===== src/rtl/cvxif_arb_pkg.sv =====
// cvxif_arb_pkg: tag-table entry type and free-tag priority encoder for the CV-X-IF issue arbiter
package cvxif_arb_pkg;
  localparam int unsigned MaxPortW = 8;
  localparam int unsigned MaxIdW = 16;
  localparam int unsigned MaxTags = 64;
  typedef struct packed {
    logic in_use;
    logic [MaxPortW-1:0] port;
    logic [MaxIdW-1:0] id;
  } tag_entry_t;
  // Returns the lowest clear index below n, or n when every tag is in use.
  function automatic int unsigned lowest_free(input logic [MaxTags-1:0] used, input int unsigned n);
    int unsigned r;
    r = n;
    for (int unsigned i = 0; i < MaxTags; i++)
      if (i < n && !used[i] && r == n) r = i;
    return r;
  endfunction
endpackage


===== src/rtl/cvxif_arb_rr.sv =====
// cvxif_arb_rr: round-robin arbiter with a hold-grant lock, one-hot plus index grant
module cvxif_arb_rr #(
  parameter int unsigned N = 2,
  localparam int unsigned W = (N > 1) ? $clog2(N) : 1
) (
  input  logic [N-1:0] req_i,
  input  logic [W-1:0] ptr_i,
  input  logic         lock_i,
  input  logic [W-1:0] lock_idx_i,
  output logic [N-1:0] gnt_o,
  output logic [W-1:0] idx_o,
  output logic         valid_o
);
  logic [W:0] sum, j;
  always_comb begin
    idx_o = lock_idx_i;
    valid_o = lock_i & req_i[lock_idx_i];
    sum = '0;
    j = '0;
    for (int k = N - 1; k >= 0; k--) begin
      sum = {1'b0, ptr_i} + (W + 1)'(k);
      j = (sum >= (W + 1)'(N)) ? sum - (W + 1)'(N) : sum;
      if (!lock_i && req_i[j[W-1:0]]) begin
        idx_o = j[W-1:0];
        valid_o = 1'b1;
      end
    end
  end
  assign gnt_o = valid_o ? (N'(1) << idx_o) : '0;
endmodule


===== src/rtl/cvxif_issue_arbiter.sv =====
// cvxif_issue_arbiter: shares one CV-X-IF coprocessor among NrPorts cores with ID-to-tag renaming
module cvxif_issue_arbiter
  import cvxif_arb_pkg::*;
#(
  parameter int unsigned NrPorts = 2,
  parameter int unsigned IdWidth = 3,
  parameter int unsigned InstrWidth = 32,
  parameter int unsigned DataWidth = 64,
  parameter int unsigned NrTags = 4,
  localparam int unsigned TagWidth = $clog2(NrTags)
) (
  input  logic                                 clk_i,
  input  logic                                 rst_i,
  input  logic [NrPorts-1:0]                   req_valid_i,
  output logic [NrPorts-1:0]                   req_ready_o,
  input  logic [NrPorts-1:0][InstrWidth-1:0]   req_instr_i,
  input  logic [NrPorts-1:0][IdWidth-1:0]      req_id_i,
  output logic                                 cop_valid_o,
  input  logic                                 cop_ready_i,
  output logic [InstrWidth-1:0]                cop_instr_o,
  output logic [TagWidth-1:0]                  cop_tag_o,
  input  logic                                 cop_res_valid_i,
  output logic                                 cop_res_ready_o,
  input  logic [TagWidth-1:0]                  cop_res_tag_i,
  input  logic [DataWidth-1:0]                 cop_res_data_i,
  output logic [NrPorts-1:0]                   res_valid_o,
  input  logic [NrPorts-1:0]                   res_ready_i,
  output logic [IdWidth-1:0]                   res_id_o,
  output logic [DataWidth-1:0]                 res_data_o,
  output logic                                 busy_o,
  output logic                                 err_o
);
  localparam int unsigned PortW = (NrPorts > 1) ? $clog2(NrPorts) : 1;
  tag_entry_t [NrTags-1:0] tab_q, tab_d;
  logic [PortW-1:0] rr_q, rr_d, lock_port_q, lock_port_d, gnt_idx, res_port;
  logic [TagWidth-1:0] lock_tag_q, lock_tag_d, free_tag;
  logic lock_q, lock_d, err_q, err_d, gnt_valid, tag_free, issue_hs, res_hit, res_hs;
  logic [NrTags-1:0] in_use;
  logic [NrPorts-1:0] gnt;
  tag_entry_t res_entry;
  int unsigned free_idx;
  logic unused_bits;
  always_comb begin
    in_use = '0;
    for (int t = 0; t < NrTags; t++) in_use[t] = tab_q[t].in_use;
  end
  assign free_idx = lowest_free(MaxTags'(in_use), NrTags);
  assign tag_free = free_idx < NrTags;
  assign free_tag = TagWidth'(free_idx);
  cvxif_arb_rr #(.N(NrPorts)) u_rr (
    .req_i      (req_valid_i),
    .ptr_i      (rr_q),
    .lock_i     (lock_q),
    .lock_idx_i (lock_port_q),
    .gnt_o      (gnt),
    .idx_o      (gnt_idx),
    .valid_o    (gnt_valid)
  );
  // A locked grant keeps its tag; that tag cannot be freed because it was never allocated.
  assign cop_valid_o = gnt_valid & (lock_q | tag_free);
  assign cop_instr_o = req_instr_i[gnt_idx];
  assign cop_tag_o = lock_q ? lock_tag_q : free_tag;
  assign req_ready_o = (cop_valid_o && cop_ready_i) ? gnt : '0;
  assign issue_hs = cop_valid_o & cop_ready_i;
  assign res_entry = tab_q[cop_res_tag_i];
  assign res_port = res_entry.port[PortW-1:0];
  assign res_hit = cop_res_valid_i & res_entry.in_use;
  assign res_valid_o = res_hit ? (NrPorts'(1) << res_port) : '0;
  assign cop_res_ready_o = !res_hit | res_ready_i[res_port];
  assign res_hs = res_hit & res_ready_i[res_port];
  assign res_id_o = res_entry.id[IdWidth-1:0];
  assign res_data_o = cop_res_data_i;
  assign busy_o = |in_use;
  assign err_o = err_q;
  assign unused_bits = ^{res_entry.port, res_entry.id};
  always_comb begin
    tab_d = tab_q;
    if (res_hs) tab_d[cop_res_tag_i].in_use = 1'b0;
    if (issue_hs) tab_d[cop_tag_o] = '{in_use: 1'b1, port: MaxPortW'(gnt_idx), id: MaxIdW'(req_id_i[gnt_idx])};
    rr_d = !issue_hs ? rr_q : (gnt_idx == PortW'(NrPorts - 1)) ? '0 : gnt_idx + PortW'(1);
    lock_d = cop_valid_o & ~cop_ready_i;
    lock_port_d = gnt_idx;
    lock_tag_d = cop_tag_o;
    err_d = err_q | (cop_res_valid_i & ~res_entry.in_use);
  end
  always_ff @(posedge clk_i) begin
    if (rst_i) begin
      tab_q <= '0;
      rr_q <= '0;
      lock_q <= 1'b0;
      lock_port_q <= '0;
      lock_tag_q <= '0;
      err_q <= 1'b0;
    end else begin
      tab_q <= tab_d;
      rr_q <= rr_d;
      lock_q <= lock_d;
      lock_port_q <= lock_port_d;
      lock_tag_q <= lock_tag_d;
      err_q <= err_d;
    end
  end
endmodule


===== config.mk =====
export PLATFORM = sky130hd
export DESIGN_NAME = cvxif_issue_arbiter
export DESIGN_NICKNAME = d
export VERILOG_FILES = /design/src/rtl/cvxif_arb_pkg.sv /design/src/rtl/cvxif_arb_rr.sv /design/src/rtl/cvxif_issue_arbiter.sv
export SDC_FILE = /design/constraint.sdc
export NUM_CORES = 1
export LEC_CHECK = 0
export ABC_AREA = 1
export CAP_MARGIN = 10
export CORE_AREA = 2 2 98 100
export DETAILED_ROUTE_END_ITERATION = 10
export DIE_AREA = 0 0 100 102
export PLACE_DENSITY = 0.72
export SETUP_SLACK_MARGIN = 0.02
export SLEW_MARGIN = 30
export SYNTH_ARGS = -nofsm -noshare
export SYNTH_HDL_FRONTEND = slang
export SYNTH_SLANG_ARGS = --single-unit

===== constraint.sdc =====
create_clock -name clk_i -period 3.5 [get_ports clk_i]
set_input_delay 0.35 -clock clk_i [delete_from_list [all_inputs] [get_ports clk_i]]
set_output_delay 0.35 -clock clk_i [all_outputs]
set_load 0.02 [all_outputs]

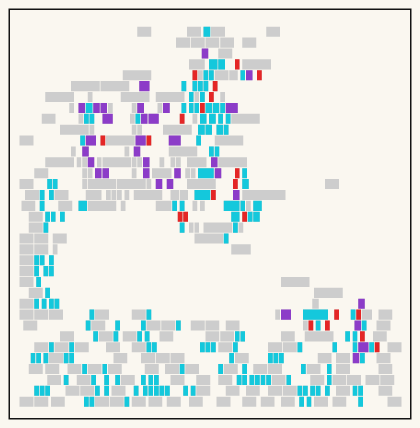
Fig. 1. Selected gate families (run 1).
(4 px per um)
Key: red = inv cells [cells 21]; purple = aoi and oai cells [cells 33]; cyan = nand cells [cells 159, where widely spread]
most common cell after layout, fill and taps aside: nand2_1
logic gate fraction of the total cell area: 0.343
non-filler instance count after layout: 531

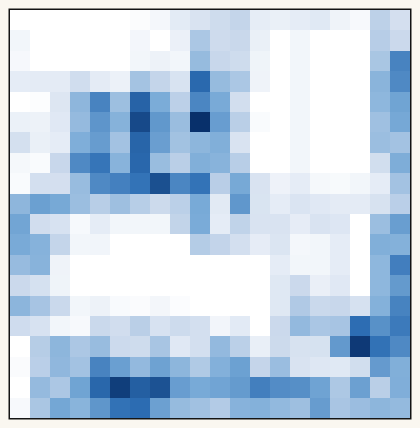
Fig. 2. Wire density map (run 1).
(4 px per um) The die is cut into 20 by 20 equal tiles; white is low, dark blue is high, scaled to the fullest tile. Values are wire area over tile area, all layers added.
22% of the tiles are nearly empty. The mean over all tiles is 0.12. 17% of the tiles are over half the peak. The densest ninth of the die: lower right. The fullest tile reaches 0.47. The emptiest ninth of the die: upper right.
routed vias: 2324
overall routed net length: 7370 um
routed length per placed instance: 13.9 um

==> PnR_summary.wiki, run 1 <==
=== Synthesis and place and route ===
{| class="wikitable"
! Metric !! Value
|-
| Horizontal die size || around 100 um
|-
| Smallest hold slack || 0.457 ns
|-
| Net count entering floorplan || 510
|-
| Number of tap cells inserted || 111
|-
| Worst slew pin tran || 0.631 ns
|-
| Commonest cells in the netlist || nand2_1, buf_4, nor2_1, dfxtp_1, o21ai_0
|-
| Layout cells sized above 1 || 0.0643
|-
| Maximum level of the CTS H-tree || 1
|-
| Standard-cell row count || 35
|-
| Non-clock inverters || 21
|-
| Count of cells along the worst register-to-register path || 8
|-
| Post-synth EDFFs || 0
|-
| Pwr/cell area || 318 nW/um2
|-
| Worst path arrival time || between 2 and 2.5 ns
|-
| Maximum number of pins on one net before global-route repair || 41
|-
| Share of async-settable or async-resettable flops after synthesis || 0
|-
| Cell family contributing the most delay on the critical path || buffers and inverters
|-
| AO/OA Area Share || 0.0855
|-
| Max-cap check violation count || 0
|-
| Uppermost layer routed || met4
|-
| Final worst clock skew || 0.00255 ns
|-
| Post-synth area from yosys stat || 2220 um2
|-
| Overflow left after global routing || 0
|-
| Most instantiated library cell after synthesis || nand2_1
|-
| Distinct lib cells || 24
|-
| Total cells reported by yosys after synthesis || 366
|-
| Power drawn by the combinational cells || roughly 420 uW
|-
| Multi-input logic area || 1070 um2
|-
| CTS clk-pin slew, worst paths || around 0.090 ns
|-
| Clock power frac || 0.258
|-
| Unrepaired setup endpoints after global routing || false
|-
| Number of pins with negative max-slew slack in the final report || 0
|-
| HPWL after DPL || 6110 um
|-
| Cells after DPL || 527
|-
| Relative slew margins || 0.579
|-
| Top power consumer group || combinational cells
|-
| Total tool warning count || 26
|-
| Count of instances resized after the clock tree is built || 0
|-
| Flip-flop count of the largest register after layout || 16
|-
| Count of clock-net buffers in the final layout || 3
|-
| Via count of the first global-routing pass || 2287
|-
| Most flops, register || tab_q
|-
| Met1 track demand over resource in global routing || 0.162
|-
| Slack of the critical path || 0.678 ns
|-
| Number of multi-input combinational cells in the layout || 244
|-
| Hold EP || err_o
|-
| Origin of the worst min-delay path || err_o
|-
| Global-route wire length before repair || 11400 um
|-
| Count of buffering cells on the critical path with inverters included || 4
|-
| Status || completed
|-
| Seq. cell area || 520 um2
|-
| Fraction of power consumed by sequential logic || 0.319
|-
| Seq share, synth || 0.234
|-
| Final core occ || 0.344
|-
| Simple share || 0.398
|-
| Share of synthesized cell area in full adder, half adder and majority cells || 0
|-
| P_sw || about 330 uW
|-
| End of the critical path || cop_instr_o[25]
|-
| Launch point of the worst path || req_valid_i[1]
|-
| Prevailing post-synth register cell || dfxtp_1
|-
| WL met3 || 575 um
|-
| Capture point of the worst reg-to-reg path || tab_q[51]
|}
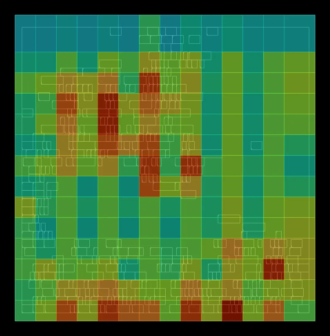
Fig. 3. Congestion heat map (run 1).
met2 usage in global routing: 0.247
overall global routing resource usage: 0.141
GR Util met3: 0.0376
GRT Max-Usage Layer: met2

Fig. 4: run 1, wires at chosen ports, followed through buffers
(4 px per um)
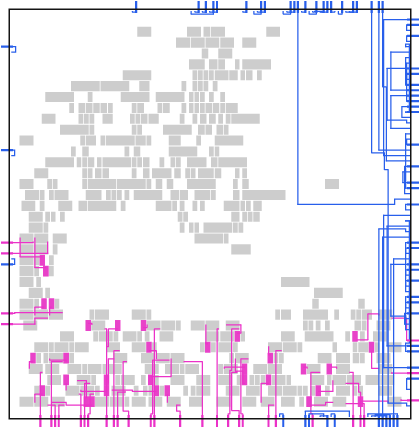

==> run 2, diff against run 1 <==
--- a/config.mk
+++ b/config.mk
@@ -7,10 +7,10 @@
 export LEC_CHECK = 0
 export ABC_AREA = 1
 export CAP_MARGIN = 10
-export CORE_AREA = 2 2 98 100
+export CORE_MARGIN = 2
+export CORE_UTILIZATION = 25
 export DETAILED_ROUTE_END_ITERATION = 10
-export DIE_AREA = 0 0 100 102
-export PLACE_DENSITY = 0.72
+export PLACE_DENSITY = 0.77
 export SETUP_SLACK_MARGIN = 0.02
 export SLEW_MARGIN = 30
 export SYNTH_ARGS = -nofsm -noshare
==> constraint.sdc (replaced) <==
create_clock -name clk_i -period 2.4 [get_ports clk_i]
set_input_delay 0.24 -clock clk_i [delete_from_list [all_inputs] [get_ports clk_i]]
set_output_delay 0.24 -clock clk_i [all_outputs]
set_load 0.02 [all_outputs]
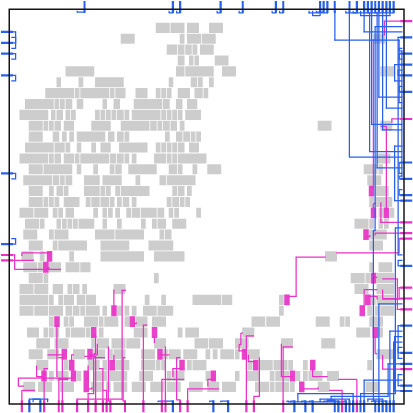
Fig. 5. Wires at chosen ports, followed through buffers (run 2).
(4 px per um)
Key: blue = res_data_o [bits 64, direction output, edge 22 top, 21 bottom, 15 right, 6 left, end cells 0, buffers 0, wire 906 um]; magenta = cop_instr_o [bits 32, direction output, edge 21 bottom, 9 right, 2 left, end cells 32, buffers 32, wire 598 um]
count of input and output buffers: 124
total I/O pin count: 253

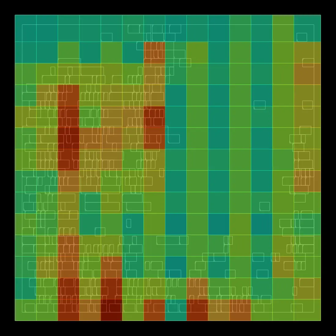
Fig. 6. Congestion heat map (run 2).
met1 track demand over resource in global routing: 0.167
GR Util met3: 0.0358
routed length per placed instance: 14.1 um
final core occ: 0.367

==> PnR_summary.wiki, run 2 <==
=== Synthesis and place and route ===
{| class="wikitable"
! Metric !! Value
|-
| Status || completed
|-
| Most common cell after layout, fill and taps aside || nand2_1
|-
| Flip-flop count of the largest register after layout || 16
|-
| Final worst clock skew || 0.00246 ns
|-
| Met2 usage in global routing || 0.275
|-
| End of the critical path || req_ready_o[0]
|-
| Fraction of power consumed by sequential logic || 0.324
|-
| Overflow left after global routing || 0
|-
| AO/OA Area Share || 0.0855
|-
| Post-synth area from yosys stat || 2220 um2
|-
| Via count of the first global-routing pass || 2379
|-
| Relative slew margins || 0.755
|-
| Horizontal die size || just under 100 um
|-
| Pwr/cell area || 450 nW/um2
|-
| Standard-cell row count || 34
|-
| Post-synth EDFFs || 0
|-
| Seq. cell area || around 520 um2
|-
| Cell family contributing the most delay on the critical path || buffers and inverters
|-
| Top power consumer group || combinational cells
|-
| Share of synthesized cell area in full adder, half adder and majority cells || 0
|-
| Logic gate fraction of the total cell area || 0.339
|-
| Number of multi-input combinational cells in the layout || 244
|-
| GRT Max-Usage Layer || met2
|-
| Unrepaired setup endpoints after global routing || false
|-
| Commonest cells in the netlist || nand2_1, buf_4, nor2_1, dfxtp_1, o21ai_0
|-
| Count of instances resized after the clock tree is built || 32
|-
| Count of buffering cells on the critical path with inverters included || 5
|-
| WL met3 || ~610 um
|-
| Share of async-settable or async-resettable flops after synthesis || 0
|-
| CTS clk-pin slew, worst paths || around 0.090 ns
|-
| Slack of the critical path || roughly 0.17 ns
|-
| Layout cells sized above 1 || 0.0867
|-
| Overall global routing resource usage || 0.149
|-
| Smallest hold slack || 0.454 ns
|-
| Number of pins with negative max-slew slack in the final report || 0
|-
| Routed vias || 2371
|-
| Net count entering floorplan || 510
|-
| Simple share || 0.398
|-
| Cells after DPL || roughly 530
|-
| Multi-input logic area || between 1000 and 1500 um2
|-
| Max-cap check violation count || 0
|-
| Most instantiated library cell after synthesis || nand2_1
|-
| Most flops, register || tab_q
|-
| Total cells reported by yosys after synthesis || 366
|-
| Non-clock inverters || 21
|-
| Non-filler instance count after layout || ~540
|-
| Total tool warning count || 26
|-
| Maximum level of the CTS H-tree || 1
|-
| Clock power frac || 0.260
|-
| Worst path arrival time || 1.99 ns
|-
| Hold EP || err_o
|-
| Distinct lib cells || 24
|-
| P_sw || between 400 and 500 uW
|}
Power figures rest on the tool's default switching activity, not on a simulated workload.
